$ cat config.mk
export PLATFORM = sky130hd
export DESIGN_NAME = alu_issue_stage
export DESIGN_NICKNAME = d
export VERILOG_FILES = /design/src/rtl/alu_issue_stage.sv
export SDC_FILE = /design/constraint.sdc
export NUM_CORES = 1
export LEC_CHECK = 0
export CORE_MARGIN = 1
export CORE_UTILIZATION = 49
export CTS_CLUSTER_DIAMETER = 200
export CTS_CLUSTER_SIZE = 8
export DETAILED_ROUTE_END_ITERATION = 7
export HOLD_SLACK_MARGIN = 0.08
export PLACE_DENSITY = 0.82
export SLEW_MARGIN = 20
export SYNTH_ARGS = -nofsm -noshare
export SYNTH_HDL_FRONTEND = slang
export SYNTH_SLANG_ARGS = --single-unit
$ cat constraint.sdc
create_clock -name clock -period 8.3 [get_ports clock]
set_input_delay 2.075 -clock clock [delete_from_list [all_inputs] [get_ports clock]]
set_output_delay 2.075 -clock clock [all_outputs]
set_load 0.02 [all_outputs]
$ cat src/rtl/alu_issue_stage.sv
// Execute-issue stage: resolves ALU operands (zero reg, X/M and M/W forwarding,
// immediate sign-extension) into a 2-entry skid buffer. Optional macro: ALU_ISSUE_PERF_EN.
module alu_issue_stage #(
    parameter int DW   = 32,
    parameter int IMMW = 17,
    parameter int RW   = 5
) (
    input  logic            clock,
    input  logic            reset,
    input  logic            in_valid,
    output logic            in_ready,
    input  logic [4:0]      in_aluop,
    input  logic [4:0]      in_shamt,
    input  logic [RW-1:0]   in_rs,
    input  logic [RW-1:0]   in_rt,
    input  logic [RW-1:0]   in_rd,
    input  logic [DW-1:0]   in_rs_data,
    input  logic [DW-1:0]   in_rt_data,
    input  logic [IMMW-1:0] in_imm,
    input  logic            in_use_imm,
    input  logic            fwd_xm_en,
    input  logic [RW-1:0]   fwd_xm_rd,
    input  logic [DW-1:0]   fwd_xm_data,
    input  logic            fwd_mw_en,
    input  logic [RW-1:0]   fwd_mw_rd,
    input  logic [DW-1:0]   fwd_mw_data,
    input  logic            flush,
    output logic            out_valid,
    input  logic            out_ready,
    output logic [DW-1:0]   out_operandA,
    output logic [DW-1:0]   out_operandB,
    output logic [4:0]      out_aluop,
    output logic [4:0]      out_shamt,
    output logic [RW-1:0]   out_rd
`ifdef ALU_ISSUE_PERF_EN
    ,
    output logic [31:0]     perf_stall_cnt,
    output logic [31:0]     perf_issue_cnt
`endif
);

    localparam int EW = 2*DW + 10 + RW;

    typedef enum logic [1:0] {EMPTY = 2'd0, ONE = 2'd1, TWO = 2'd2} state_t;

    // Newest producer (X/M) wins; register 0 never forwards.
    function automatic logic [DW-1:0] resolve_src(
        input logic [RW-1:0] idx,
        input logic [DW-1:0] rf_data,
        input logic          xm_en,
        input logic [RW-1:0] xm_rd,
        input logic [DW-1:0] xm_data,
        input logic          mw_en,
        input logic [RW-1:0] mw_rd,
        input logic [DW-1:0] mw_data
    );
        logic [DW-1:0] res;
        if (idx == {RW{1'b0}}) begin
            res = {DW{1'b0}};
        end else if (xm_en && (xm_rd == idx)) begin
            res = xm_data;
        end else if (mw_en && (mw_rd == idx)) begin
            res = mw_data;
        end else begin
            res = rf_data;
        end
        return res;
    endfunction

    state_t          state_r, state_nxt_s;
    logic            out_valid_r, in_ready_r;
    logic [EW-1:0]   main_r, skid_r, entry_in_s;
    logic [DW-1:0]   op_a_s, op_b_s;
    logic            in_xfer_s, out_xfer_s;
    logic            load_main_in_s, load_main_skid_s, load_skid_s;

    assign in_xfer_s  = in_valid && in_ready_r;
    assign out_xfer_s = out_valid_r && out_ready;

    // Operand resolution on the incoming instruction.
    always_comb begin
        op_a_s = resolve_src(in_rs, in_rs_data, fwd_xm_en, fwd_xm_rd, fwd_xm_data,
                             fwd_mw_en, fwd_mw_rd, fwd_mw_data);
        if (in_use_imm) begin
            op_b_s = {{(DW-IMMW){in_imm[IMMW-1]}}, in_imm};
        end else begin
            op_b_s = resolve_src(in_rt, in_rt_data, fwd_xm_en, fwd_xm_rd, fwd_xm_data,
                                 fwd_mw_en, fwd_mw_rd, fwd_mw_data);
        end
        entry_in_s = {op_a_s, op_b_s, in_aluop, in_shamt, in_rd};
    end

    // Skid-buffer next state and entry load controls; flush overrides everything.
    always_comb begin
        state_nxt_s      = state_r;
        load_main_in_s   = 1'b0;
        load_main_skid_s = 1'b0;
        load_skid_s      = 1'b0;
        case (state_r)
            EMPTY: begin
                if (in_xfer_s) begin
                    state_nxt_s    = ONE;
                    load_main_in_s = 1'b1;
                end else begin
                    state_nxt_s = EMPTY;
                end
            end
            ONE: begin
                if (in_xfer_s && out_xfer_s) begin
                    state_nxt_s    = ONE;
                    load_main_in_s = 1'b1;
                end else if (in_xfer_s) begin
                    state_nxt_s = TWO;
                    load_skid_s = 1'b1;
                end else if (out_xfer_s) begin
                    state_nxt_s = EMPTY;
                end else begin
                    state_nxt_s = ONE;
                end
            end
            TWO: begin
                if (out_xfer_s) begin
                    state_nxt_s      = ONE;
                    load_main_skid_s = 1'b1;
                end else begin
                    state_nxt_s = TWO;
                end
            end
            default: begin
                state_nxt_s = EMPTY;
            end
        endcase
        if (flush) begin
            state_nxt_s      = EMPTY;
            load_main_in_s   = 1'b0;
            load_main_skid_s = 1'b0;
            load_skid_s      = 1'b0;
        end else begin
            state_nxt_s = state_nxt_s;
        end
    end

    // State register with registered handshake flags derived from the next state.
    always_ff @(posedge clock or posedge reset) begin
        if (reset) begin
            state_r     <= EMPTY;
            out_valid_r <= 1'b0;
            in_ready_r  <= 1'b1;
        end else begin
            state_r     <= state_nxt_s;
            out_valid_r <= (state_nxt_s != EMPTY);
            in_ready_r  <= (state_nxt_s != TWO);
        end
    end

    // Main and skid entry data registers.
    always_ff @(posedge clock or posedge reset) begin
        if (reset) begin
            main_r <= {EW{1'b0}};
            skid_r <= {EW{1'b0}};
        end else begin
            if (load_main_in_s) begin
                main_r <= entry_in_s;
            end else if (load_main_skid_s) begin
                main_r <= skid_r;
            end else begin
                main_r <= main_r;
            end
            if (load_skid_s) begin
                skid_r <= entry_in_s;
            end else begin
                skid_r <= skid_r;
            end
        end
    end

    assign in_ready     = in_ready_r;
    assign out_valid    = out_valid_r;
    assign out_operandA = main_r[EW-1 -: DW];
    assign out_operandB = main_r[EW-DW-1 -: DW];
    assign out_aluop    = main_r[RW+9 -: 5];
    assign out_shamt    = main_r[RW+4 -: 5];
    assign out_rd       = main_r[RW-1:0];

`ifdef ALU_ISSUE_PERF_EN
    logic [31:0] perf_stall_cnt_r, perf_issue_cnt_r;

    // Free-running stall/issue counters; flush deliberately does not touch them.
    always_ff @(posedge clock or posedge reset) begin
        if (reset) begin
            perf_stall_cnt_r <= 32'd0;
            perf_issue_cnt_r <= 32'd0;
        end else begin
            if (out_valid_r && !out_ready) begin
                perf_stall_cnt_r <= perf_stall_cnt_r + 32'd1;
            end else begin
                perf_stall_cnt_r <= perf_stall_cnt_r;
            end
            if (out_xfer_s) begin
                perf_issue_cnt_r <= perf_issue_cnt_r + 32'd1;
            end else begin
                perf_issue_cnt_r <= perf_issue_cnt_r;
            end
        end
    end

    assign perf_stall_cnt = perf_stall_cnt_r;
    assign perf_issue_cnt = perf_issue_cnt_r;
`else
    // No performance counters in this build.
`endif

endmodule

Fig. 1: run 1, port wiring
Bar = 50 um.
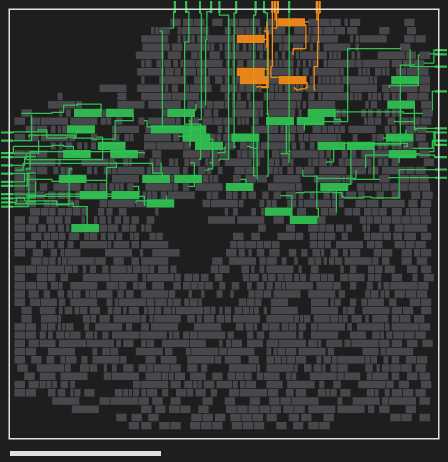
| colour | port | bits | direction | edge | end cells | buffers | wire |
|---|---|---|---|---|---|---|---|
| green | out_operandB | 32 | output | 12 west, 11 east, 9 north | 32 | 32 | 1660 um |
| orange | out_shamt | 5 | output | north | 5 | 5 | 130 um |

Fig. 2: run 1, track usage over the die
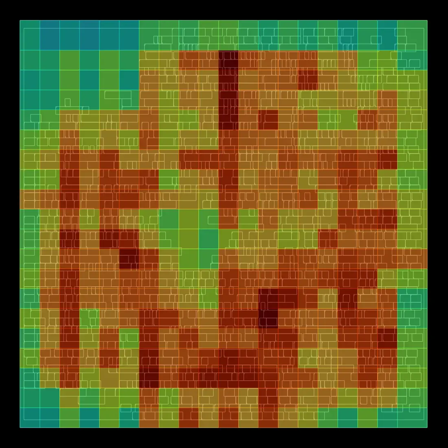
Post-Route Utilization: 68.2%
global routing met2 resource utilization: 54.6%

==> impl_table.tex, run 1 <==
% Yosys + OpenROAD metrics
\begin{tabular}{lr}
\hline
Metric & Value \\
\hline
\multicolumn{2}{l}{\textbf{Cells and area}} \\
Number of multi-input combinational cells in the layout & 758 \\
Most frequent cells in the layout & 268 x sky130\_fd\_sc\_hd\_\_clkdlybuf4s50\_1, 161 x sky130\_fd\_sc\_hd\_\_dfrtp\_1, 110 x sky130\_fd\_sc\_hd\_\_nand2\_1 \\
Non-Filler Cell Area, Final & 0.0129 mm\^{}2 \\
\multicolumn{2}{l}{\textbf{Hold path}} \\
Hold path startpoint & skid\_r[62]\$\_DFFE\_PP0P\_ \\
Class of the worst hold path & flip-flop to flip-flop \\
Capture endpoint of the worst hold path & skid\_r[62]\$\_DFFE\_PP0P\_ \\
\multicolumn{2}{l}{\textbf{GRT}} \\
Number of global-route vias before repair & between 9000 and 10000 \\
Pin count of the biggest net entering global routing & 83 \\
Antenna violations before repair & 2 \\
Global route overflow & 0 \\
\multicolumn{2}{l}{\textbf{Yosys}} \\
Fraction of post-synthesis cell area in the top cell type by area & 42.3\% \\
Area contributors post-synth & sky130\_fd\_sc\_hd\_\_dfrtp\_1 42\%, sky130\_fd\_sc\_hd\_\_a21oi\_1 5.2\%, sky130\_fd\_sc\_hd\_\_o31ai\_1 5.0\% \\
Proportion of synthesized chip area in sequential cells & 42.5\% \\
Post-synthesis share of cell area spent on and-or and or-and gates & 29.5\% \\
MUX area fraction & 3.47\% \\
Yosys Chip Area & $\sim$0.0095 mm\^{}2 \\
\multicolumn{2}{l}{\textbf{Route}} \\
Detailed-routed wire length on met2 & $\sim$16000 um \\
Vias after detailed routing & 9688 \\
TritonRoute pass-1 iters & 6 \\
\multicolumn{2}{l}{\textbf{Status}} \\
Status & finished, final reports clean \\
\multicolumn{2}{l}{\textbf{Run}} \\
Number of warnings in the stage logs & 27 \\
\multicolumn{2}{l}{\textbf{CTS}} \\
Largest buffer count on any clock path & 2 \\
Post-cts resize count & 0 \\
\multicolumn{2}{l}{\textbf{Critical path}} \\
Start point of the critical path & in\_valid \\
Number of buffer and inverter instances along the worst setup path & 2 \\
Worst Reg-to-Reg Cells & 8 \\
Endpoint of the lowest-slack register-to-register path & main\_r[59]\$\_DFFE\_PP0P\_ \\
\multicolumn{2}{l}{\textbf{Final timing}} \\
Setup total negative slack & 0 ns \\
Final critical path time including I/O delays and setup & 5.07 ns \\
Relative slew slack & 24.1\% \\
Slew at the pin with the worst max-slew slack & 1.14 ns \\
\multicolumn{2}{l}{\textbf{Placement}} \\
Cell Count Post-Placement & 1501 \\
\multicolumn{2}{l}{\textbf{Floorplanning}} \\
Number of placement rows & around 50 \\
Placeable core area & 0.0189 mm\^{}2 \\
Number of top-level pins & 269 \\
\multicolumn{2}{l}{\textbf{Pwr}} \\
Relative contribution of sequential cells to total power & 39.1\% \\
Power drawn by the sequential cells & about 1.3 mW \\
\hline
\end{tabular}
Fig. 3: run 1, gate families picked out
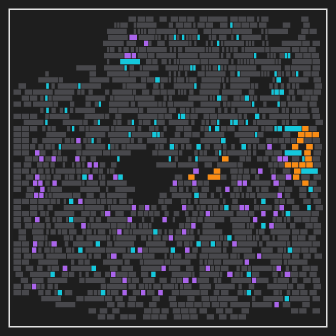
| colour | family | cells | most used |
|---|---|---|---|
| orange | xor and xnor cells | 20 | xor2_1 |
| purple | and/or cells | 80 | and3_1 |
| cyan | nor cells | 96 | nor2_1 |
dominant logic cell type in the layout: sky130_fd_sc_hd__clkdlybuf4s50_1
Layout Cells excl Fill: 1536
fraction of area in multi-input gates: 38.4%

Fig. 4: run 1, register map, names as in the netlist
Bar = 50 um.
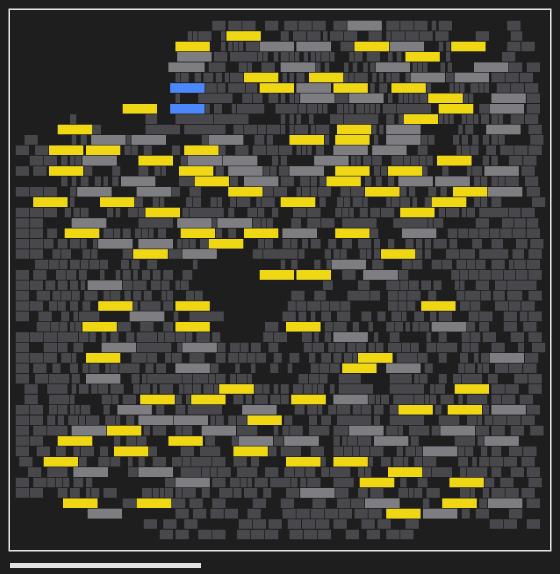
| colour | netlist name | placed flops |
|---|---|---|
| yellow | skid_r | 79 |
| blue | state_r | 2 |
not coloured: 81

==> inputs of run 2 (changes only) <==
Clock period 8.3 ns to 5.2 ns, I/O delays scaled along.
Fig. 5: run 2, track usage over the die
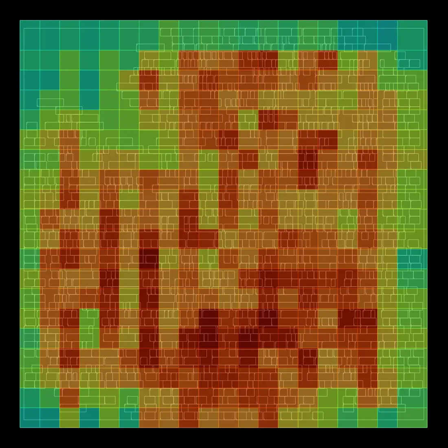
met3 track demand over resource: 5.84%
most utilized layer in the global route result: met2
average wire per cell in the routed design: 21.6 um
GRT Overall Usage: 33.8%

==> run 2 against run 1 <==
Synthesized area did not move. Die area did not move. Non-clock buffer count rose by 5. Clock power rose by about 60%. Critical endpoint is now skid_r[78]$_DFFE_PP0P_.
==> impl_table.tex, run 2 <==
% Yosys + OpenROAD metrics
\begin{tabular}{lr}
\hline
Metric & Value \\
\hline
\multicolumn{2}{l}{\textbf{Status}} \\
Status & finished, final reports clean \\
\multicolumn{2}{l}{\textbf{Route}} \\
Detailed-routed wire length on met2 & 15700 um \\
Vias after detailed routing & 9622 \\
TritonRoute pass-1 iters & 5 \\
Total DRC errors in the routed layout & 0 \\
First DRT Iteration DRCs & 969 \\
\multicolumn{2}{l}{\textbf{Floorplanning}} \\
Well tap count & approximately 260 \\
Fraction of the core area occupied by cells at floorplan & 50.4\% \\
Number of top-level pins & 269 \\
Placeable core area & 0.0189 mm\^{}2 \\
Vertical die dimension & about 140 um \\
\multicolumn{2}{l}{\textbf{GRT}} \\
Number of global-route vias before repair & 9244 \\
Antenna violations before repair & 3 \\
Global route overflow & 0 \\
Global routing met2 resource utilization & 53.8\% \\
Pin count of the biggest net entering global routing & 163 \\
\multicolumn{2}{l}{\textbf{Critical path}} \\
Setup slack on the worst flop-to-flop path & 2.56 ns \\
Endpoint of the lowest-slack register-to-register path & main\_r[45]\$\_DFFE\_PP0P\_ \\
Launching element type of the critical path & input port \\
Start point of the critical path & fwd\_xm\_rd[1] \\
Worst Reg-to-Reg Cells & 8 \\
Number of buffer and inverter instances along the worst setup path & 1 \\
Reg2Reg Launch Point & in\_ready\$\_DFF\_PP1\_ \\
Cell with the largest stage delay on the worst path & sky130\_fd\_sc\_hd\_\_and2\_2 \\
\multicolumn{2}{l}{\textbf{Yosys}} \\
Yosys top cell by instances & sky130\_fd\_sc\_hd\_\_dfrtp\_1 \\
Proportion of synthesized chip area in sequential cells & between 40\% and 50\% \\
Area contributors post-synth & sky130\_fd\_sc\_hd\_\_dfrtp\_1 42\%, sky130\_fd\_sc\_hd\_\_a21oi\_1 5.2\%, sky130\_fd\_sc\_hd\_\_o31ai\_1 5.0\% \\
Fraction of post-synthesis cell area in the top cell type by area & between 40\% and 50\% \\
Yosys Chip Area & 0.00953 mm\^{}2 \\
Post-synthesis instance total & 1061 \\
MUX area fraction & 3.47\% \\
Post-synthesis share of cell area spent on and-or and or-and gates & 29.5\% \\
\multicolumn{2}{l}{\textbf{Pwr}} \\
Power drawn by the sequential cells & 2.07 mW \\
Static leakage power & 5.41 nW \\
Relative contribution of sequential cells to total power & 39.0\% \\
\multicolumn{2}{l}{\textbf{CTS}} \\
Largest buffer count on any clock path & 2 \\
Post-cts resize count & 0 \\
\multicolumn{2}{l}{\textbf{Run}} \\
Number of warnings in the stage logs & 30 \\
\multicolumn{2}{l}{\textbf{Cells and area}} \\
Most frequent cells in the layout & 268 x sky130\_fd\_sc\_hd\_\_clkdlybuf4s50\_1, 161 x sky130\_fd\_sc\_hd\_\_dfrtp\_1, 110 x sky130\_fd\_sc\_hd\_\_nand2\_1 \\
Multi-input logic area & 0.00495 mm\^{}2 \\
Post-Route Utilization & 68.5\% \\
Number of multi-input combinational cells in the layout & 758 \\
Fraction of area in multi-input gates & 38.3\% \\
Dominant logic cell type in the layout & sky130\_fd\_sc\_hd\_\_clkdlybuf4s50\_1 \\
Layout Cells excl Fill & 1542 \\
Non-Filler Cell Area, Final & 0.0129 mm\^{}2 \\
\multicolumn{2}{l}{\textbf{Hold path}} \\
Class of the worst hold path & flip-flop to flip-flop \\
Capture endpoint of the worst hold path & skid\_r[76]\$\_DFFE\_PP0P\_ \\
\multicolumn{2}{l}{\textbf{Final timing}} \\
Final critical path time including I/O delays and setup & $\sim$3.8 ns \\
Setup total negative slack & 0 ns \\
Slew at the pin with the worst max-slew slack & about 1.1 ns \\
Final period utilization & 72.6\% \\
\multicolumn{2}{l}{\textbf{Placement}} \\
Cell Count Post-Placement & 1506 \\
\hline
\end{tabular}
Fig. 6: run 2, port wiring
Bar = 50 um.
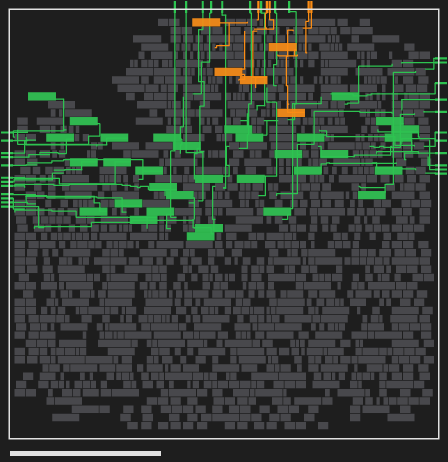
| colour | port | bits | direction | edge | end cells | buffers | wire |
|---|---|---|---|---|---|---|---|
| orange | out_shamt | 5 | output | north | 5 | 5 | 158 um |
| green | out_operandB | 32 | output | 12 west, 11 east, 9 north | 32 | 32 | 1740 um |

Power and IR drop assume default switching activity.
